--- src/rtl/packet_to_adc.sv ---
// packet_to_adc: receive-side unpacker for ADC sample packets.
// Pops bytes from an FWFT FIFO, validates the 4-byte header (version,
// sample count), then presents pSamplesPerPacket 8x16-bit samples, one per
// valid/ready handshake. A rejected header drops the remaining payload so
// the parser stays aligned to packet boundaries.
// Optional feature macro: PACKET_SEQ_CHECK_EN (adds oSeqErr sequence check).
module packet_to_adc #(
  parameter int unsigned pPacketSize       = 244,
  parameter int unsigned pPacketVersion    = 0,
  parameter int unsigned pSamplesPerPacket = 15,
  parameter int unsigned pAdcDataWidth     = 16
) (
  input  logic         iClk,
  input  logic         iRst_n,
  input  logic [7:0]   iRdData,
  input  logic         iRdEmpty,
  output logic         oRdEn,
  output logic [127:0] oAdcSampleData,
  output logic         oSampleValid,
  input  logic         iSampleReady,
  output logic [15:0]  oSeqNum,
  output logic         oPacketDone,
  output logic         oErr
`ifdef PACKET_SEQ_CHECK_EN
  ,
  output logic         oSeqErr
`endif
);

  localparam logic [7:0]  VERSION     = 8'(pPacketVersion);
  localparam logic [7:0]  SAMPLES     = 8'(pSamplesPerPacket);
  localparam logic [7:0]  LAST_SAMPLE = 8'(pSamplesPerPacket - 1);
  localparam logic [11:0] DROP_BYTES  = 12'(pSamplesPerPacket * 16);

  if (pPacketSize != 4 + pSamplesPerPacket * pAdcDataWidth) begin : g_bad_size
    $error("packet_to_adc: pPacketSize must equal 4 + pSamplesPerPacket*pAdcDataWidth");
  end
  if (pAdcDataWidth != 16) begin : g_bad_width
    $error("packet_to_adc: pAdcDataWidth must be 16");
  end
  if (pSamplesPerPacket < 1 || pSamplesPerPacket > 255) begin : g_bad_count
    $error("packet_to_adc: pSamplesPerPacket must be 1..255");
  end

  typedef enum logic [1:0] {
    ST_HDR,
    ST_DATA,
    ST_PRESENT,
    ST_DROP
  } state_e;

  state_e         state_q;
  logic [1:0]     hdr_cnt_q;
  logic [7:0]     hdr_b0_q;
  logic [7:0]     hdr_b1_q;
  logic [7:0]     hdr_b2_q;
  logic [3:0]     byte_cnt_q;
  logic [119:0]   asm_q;
  logic [7:0]     sample_cnt_q;
  logic [11:0]    drop_cnt_q;
  logic [127:0]   data_q;
  logic           valid_q;
  logic [15:0]    seq_q;
  logic           done_q;
  logic           err_q;
  logic           take;
  logic [15:0]    rx_seq;

`ifdef PACKET_SEQ_CHECK_EN
  logic           seq_vld_q;
  logic [15:0]    seq_exp_q;
  logic           seq_err_q;
`endif

  // Pop whenever the FIFO has data and the parser is consuming bytes.
  always_comb begin
    oRdEn = iRst_n & ~iRdEmpty & (state_q != ST_PRESENT);
  end

  assign take   = oRdEn;
  assign rx_seq = {iRdData, hdr_b2_q};

  // Header / payload parser FSM with registered outputs.
  // Only 15 sample bytes are buffered; the 16th is merged straight into the
  // output register on the completing pop.
  always_ff @(posedge iClk or negedge iRst_n) begin
    if (!iRst_n) begin
      state_q      <= ST_HDR;
      hdr_cnt_q    <= '0;
      hdr_b0_q     <= '0;
      hdr_b1_q     <= '0;
      hdr_b2_q     <= '0;
      byte_cnt_q   <= '0;
      asm_q        <= '0;
      sample_cnt_q <= '0;
      drop_cnt_q   <= '0;
      data_q       <= '0;
      valid_q      <= 1'b0;
      seq_q        <= '0;
      done_q       <= 1'b0;
      err_q        <= 1'b0;
`ifdef PACKET_SEQ_CHECK_EN
      seq_vld_q    <= 1'b0;
      seq_exp_q    <= '0;
      seq_err_q    <= 1'b0;
`endif
    end else begin
      done_q <= 1'b0;
      err_q  <= 1'b0;
`ifdef PACKET_SEQ_CHECK_EN
      seq_err_q <= 1'b0;
`endif
      case (state_q)
        ST_HDR: begin
          if (take) begin
            hdr_cnt_q <= hdr_cnt_q + 2'd1;
            case (hdr_cnt_q)
              2'd0: hdr_b0_q <= iRdData;
              2'd1: hdr_b1_q <= iRdData;
              2'd2: hdr_b2_q <= iRdData;
              default: begin
                if (hdr_b0_q == VERSION && hdr_b1_q == SAMPLES) begin
                  seq_q        <= rx_seq;
                  sample_cnt_q <= '0;
                  byte_cnt_q   <= '0;
                  state_q      <= ST_DATA;
`ifdef PACKET_SEQ_CHECK_EN
                  if (seq_vld_q && rx_seq != seq_exp_q) begin
                    seq_err_q <= 1'b1;
                  end
                  seq_exp_q <= rx_seq + 16'd1;
                  seq_vld_q <= 1'b1;
`endif
                end else begin
                  err_q      <= 1'b1;
                  drop_cnt_q <= DROP_BYTES;
                  state_q    <= ST_DROP;
                end
              end
            endcase
          end
        end
        ST_DATA: begin
          if (take) begin
            byte_cnt_q <= byte_cnt_q + 4'd1;
            if (byte_cnt_q == 4'd15) begin
              data_q  <= {iRdData, asm_q};
              valid_q <= 1'b1;
              state_q <= ST_PRESENT;
            end else begin
              asm_q <= {iRdData, asm_q[119:8]};
            end
          end
        end
        ST_PRESENT: begin
          if (iSampleReady) begin
            valid_q      <= 1'b0;
            sample_cnt_q <= sample_cnt_q + 8'd1;
            if (sample_cnt_q == LAST_SAMPLE) begin
              done_q  <= 1'b1;
              state_q <= ST_HDR;
            end else begin
              state_q <= ST_DATA;
            end
          end
        end
        ST_DROP: begin
          if (take) begin
            drop_cnt_q <= drop_cnt_q - 12'd1;
            if (drop_cnt_q == 12'd1) begin
              state_q <= ST_HDR;
            end
          end
        end
        default: state_q <= ST_HDR;
      endcase
    end
  end

  assign oAdcSampleData = data_q;
  assign oSampleValid   = valid_q;
  assign oSeqNum        = seq_q;
  assign oPacketDone    = done_q;
  assign oErr           = err_q;
`ifdef PACKET_SEQ_CHECK_EN
  assign oSeqErr        = seq_err_q;
`endif

endmodule
--- config.mk ---
export PLATFORM = sky130hd
export DESIGN_NAME = packet_to_adc
export DESIGN_NICKNAME = d
export VERILOG_FILES = /design/src/rtl/packet_to_adc.sv
export SDC_FILE = /design/constraint.sdc
export NUM_CORES = 1
export LEC_CHECK = 0
export CAP_MARGIN = 40
export CORE_UTILIZATION = 50
export CTS_CLUSTER_DIAMETER = 50
export CTS_CLUSTER_SIZE = 28
export DETAILED_ROUTE_END_ITERATION = 7
export PLACE_DENSITY = 0.8
export SLEW_MARGIN = 10
export SYNTH_ARGS = -nofsm -noshare
export SYNTH_HDL_FRONTEND = slang
export SYNTH_SLANG_ARGS = --single-unit
--- constraint.sdc ---
create_clock -name iClk -period 2.45 [get_ports iClk]
set_clock_uncertainty 0.05 [all_clocks]
set_input_delay 0.49 -clock iClk [delete_from_list [all_inputs] [get_ports iClk]]
set_output_delay 0.49 -clock iClk [all_outputs]
set_load 0.01 [all_outputs]
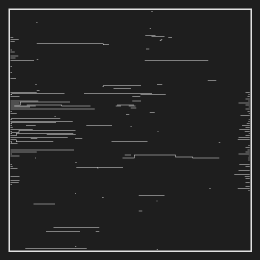
met3.png
Scale: 1.5 px per µm.
wire length on this layer	1,370 µm
nets with wire on the layer	110
main direction	horizontal

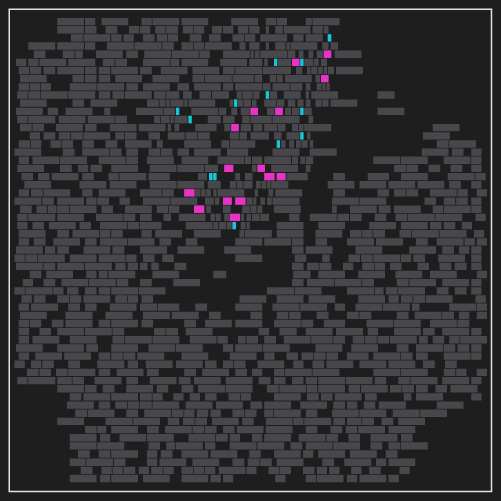
gate_families.png
Scale: 3 px per µm.
color	family	cells
cyan	inverters	13
magenta	AND-OR and OR-AND gates	15

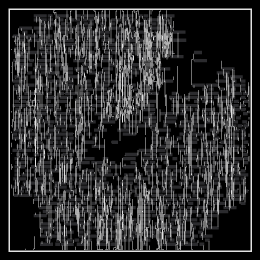
met2.png
Scale: 1.5 px per µm.
main direction	vertical
longest straight run	49.0 µm

==> job_summary.md <==
## PnR job results

| Metric | Value |
|---|---|
| Total tool warning count | `35` |
| Post-detailed-route count of antenna-violating nets | `0` |
| Count of nets after finishing | `1,015` |
| TritonCTS buffer count | `30` |
| Fraction of final layout cells with drive strength greater than 1 | `between 30% and 40%` |
| Clock tree buffer depth | `3` |
| Yosys stat chip area | `roughly 0.013 mm²` |
| Arrival time of the worst setup path | `1830 ps` |
| Internal power of the cells | `approximately 0.010 W` |
| Result of the run | `finished clean` |
| CTS clock-pin slew for the worst setup and hold paths | `approximately 60 ps` |
| Total I/O pin count | `between 150 and 200` |
| Post-synthesis register bit count | `about 320` |
| Sw Ratio | `~29%` |
| Dominant delay contributor by cell family on the critical path | `buffers and inverters` |
| Cell variety after synth | `52` |
| DPL Wire Length | `15.7 mm` |
| Worst Setup Start Kind | `input pin` |
| Via count normalized by instance count | `~5.3` |
| Sequential share of power | `between 40 and 50%` |
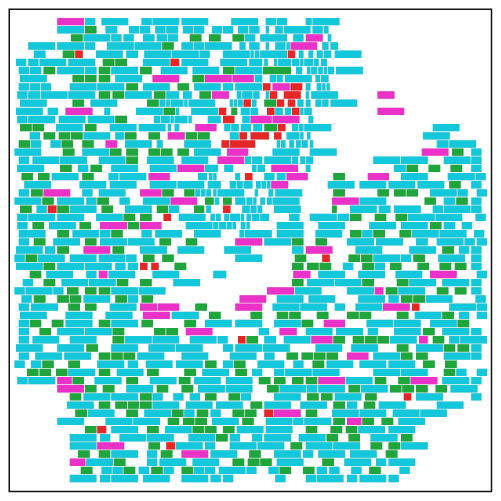
drive_strength.png
Scale: 3 px per µm.
color	size	cells	share	most used
green	drive 2	280	28%	mux2_2
red	drive 3 to 4	33	3.2%	buf_4
cyan	drive 1 or less	644	63%	dfrtp_1
magenta	drive 6 and up	60	5.9%	clkbuf_16

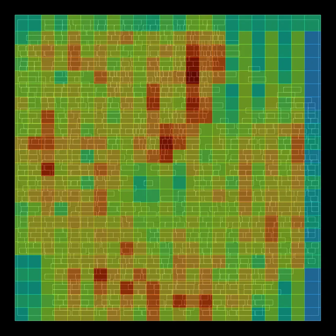
final_congestion.png
average routed wire per standard cell: 17.8 µm
met3 Resource Use GR: 4.31%

==> Yosys cell counts, drive strengths merged (7+ instances only) <==
library cell and n:
nor3 11, ha 9, o21ai 13, a31oi 8, nand2 12, buf 27, a21oi 10, inv 13
nor2 13, dfrtp 319, clkbuf 7, mux2 290, nand3 10
==> metal layers <==
layer | track usage, % | wire length, µm | up-vias
met1 | 26.0 | 10500 | 3649
met3 | 4.31 | 1370 | 48
li1 | - | - | 3279
met2 | 30.8 | 11200 | 171
met4 | 6.32 | 708 | 0
met5 | 0 | 0 | -
==> stage by stage <==
stage | cell area, µm² | util, % | total power (W) | setup TNS, ps
floorplan | 12500 | - | 0.00874 | 0
global placement | 14700 | 60.1 | 0.00997 | -7300
detailed placement | 14700 | 60.1 | 0.0101 | -8190
CTS | 15800 | 64.5 | 0.0149 | 0
global route | 15800 | 64.5 | 0.0156 | 0
finish | 15800 | 64.5 | 0.0148 | 0
==> repair_timing <==
action / in CTS / in global routing
hold endpoints to repair: 12 / 0
buffers inserted: 0 / 2
setup endpoints to repair: 1 / 75
resized: 1 / 1
hold buffers: 1 / 0
==> power by group through the flow <==
stage / logic (W) / clock network (W) / registers [W]
global placement: 0.00300 / 0 / 0.00697
floorplan: 0.00184 / 0 / 0.00690
CTS: 0.00314 / 0.00486 / 0.00693
detailed placement: 0.00312 / 0 / 0.00701
finish: 0.00316 / 0.00472 / 0.00691
global route: 0.00344 / 0.00506 / 0.00705
==> kinds of logic (layout without fill, tap and decap cells) <==
logic type / count (synthesis) / in the layout / synth area share [%]
mux: 292 / 292 / 26.2
simple gates: 79 / 79 / 3.79
fa+ha+maj: 9 / 9 / 0.899
flops: 319 / 319 / 63.7
buf+inv: 47 / 261 / 2.29
compound gates: 56 / 56 / 2.97
xor+xnor: 1 / 1 / 0.0700
==> state kept, by name, summed over array words and instances, names as in the netlist <==
register	count
oErr	1
hdr_b0_q	8
state_q	2
oSeqNum	16
oAdcSampleData	128
hdr_cnt_q	2
oSampleValid	1
hdr_b1_q	8
oPacketDone	1
asm_q	120
sample_cnt_q	8
hdr_b2_q	8
drop_cnt_q	12
byte_cnt_q	4
==> layout make-up <==
class	instances	area, µm²	area share, %
clock buffer	33	803	5.09
clock inverter	22	255	1.62
inverter	13	48.8	0.309
multi-input combinational	437	4270	27.1
sequential	319	7980	50.6
tap	324	405	2.57
timing repair buffer	193	2020	12.8
==> path summary, 6_finish.rpt <==
check / to / startpoint
max in group asynchronous: oAdcSampleData[62] / iRst_n
hold / removal: sample_cnt_q[2] / iRst_n
setup reg to reg: oSeqNum[0] / hdr_b0_q[0]
setup / recovery: oRdEn / iRdEmpty
hold reg to reg: oSeqNum[14] / oSeqNum[14]
min in group iClk: oSeqNum[14] / oSeqNum[14]
Power figures rest on the tool's default switching activity, not on a simulated workload.
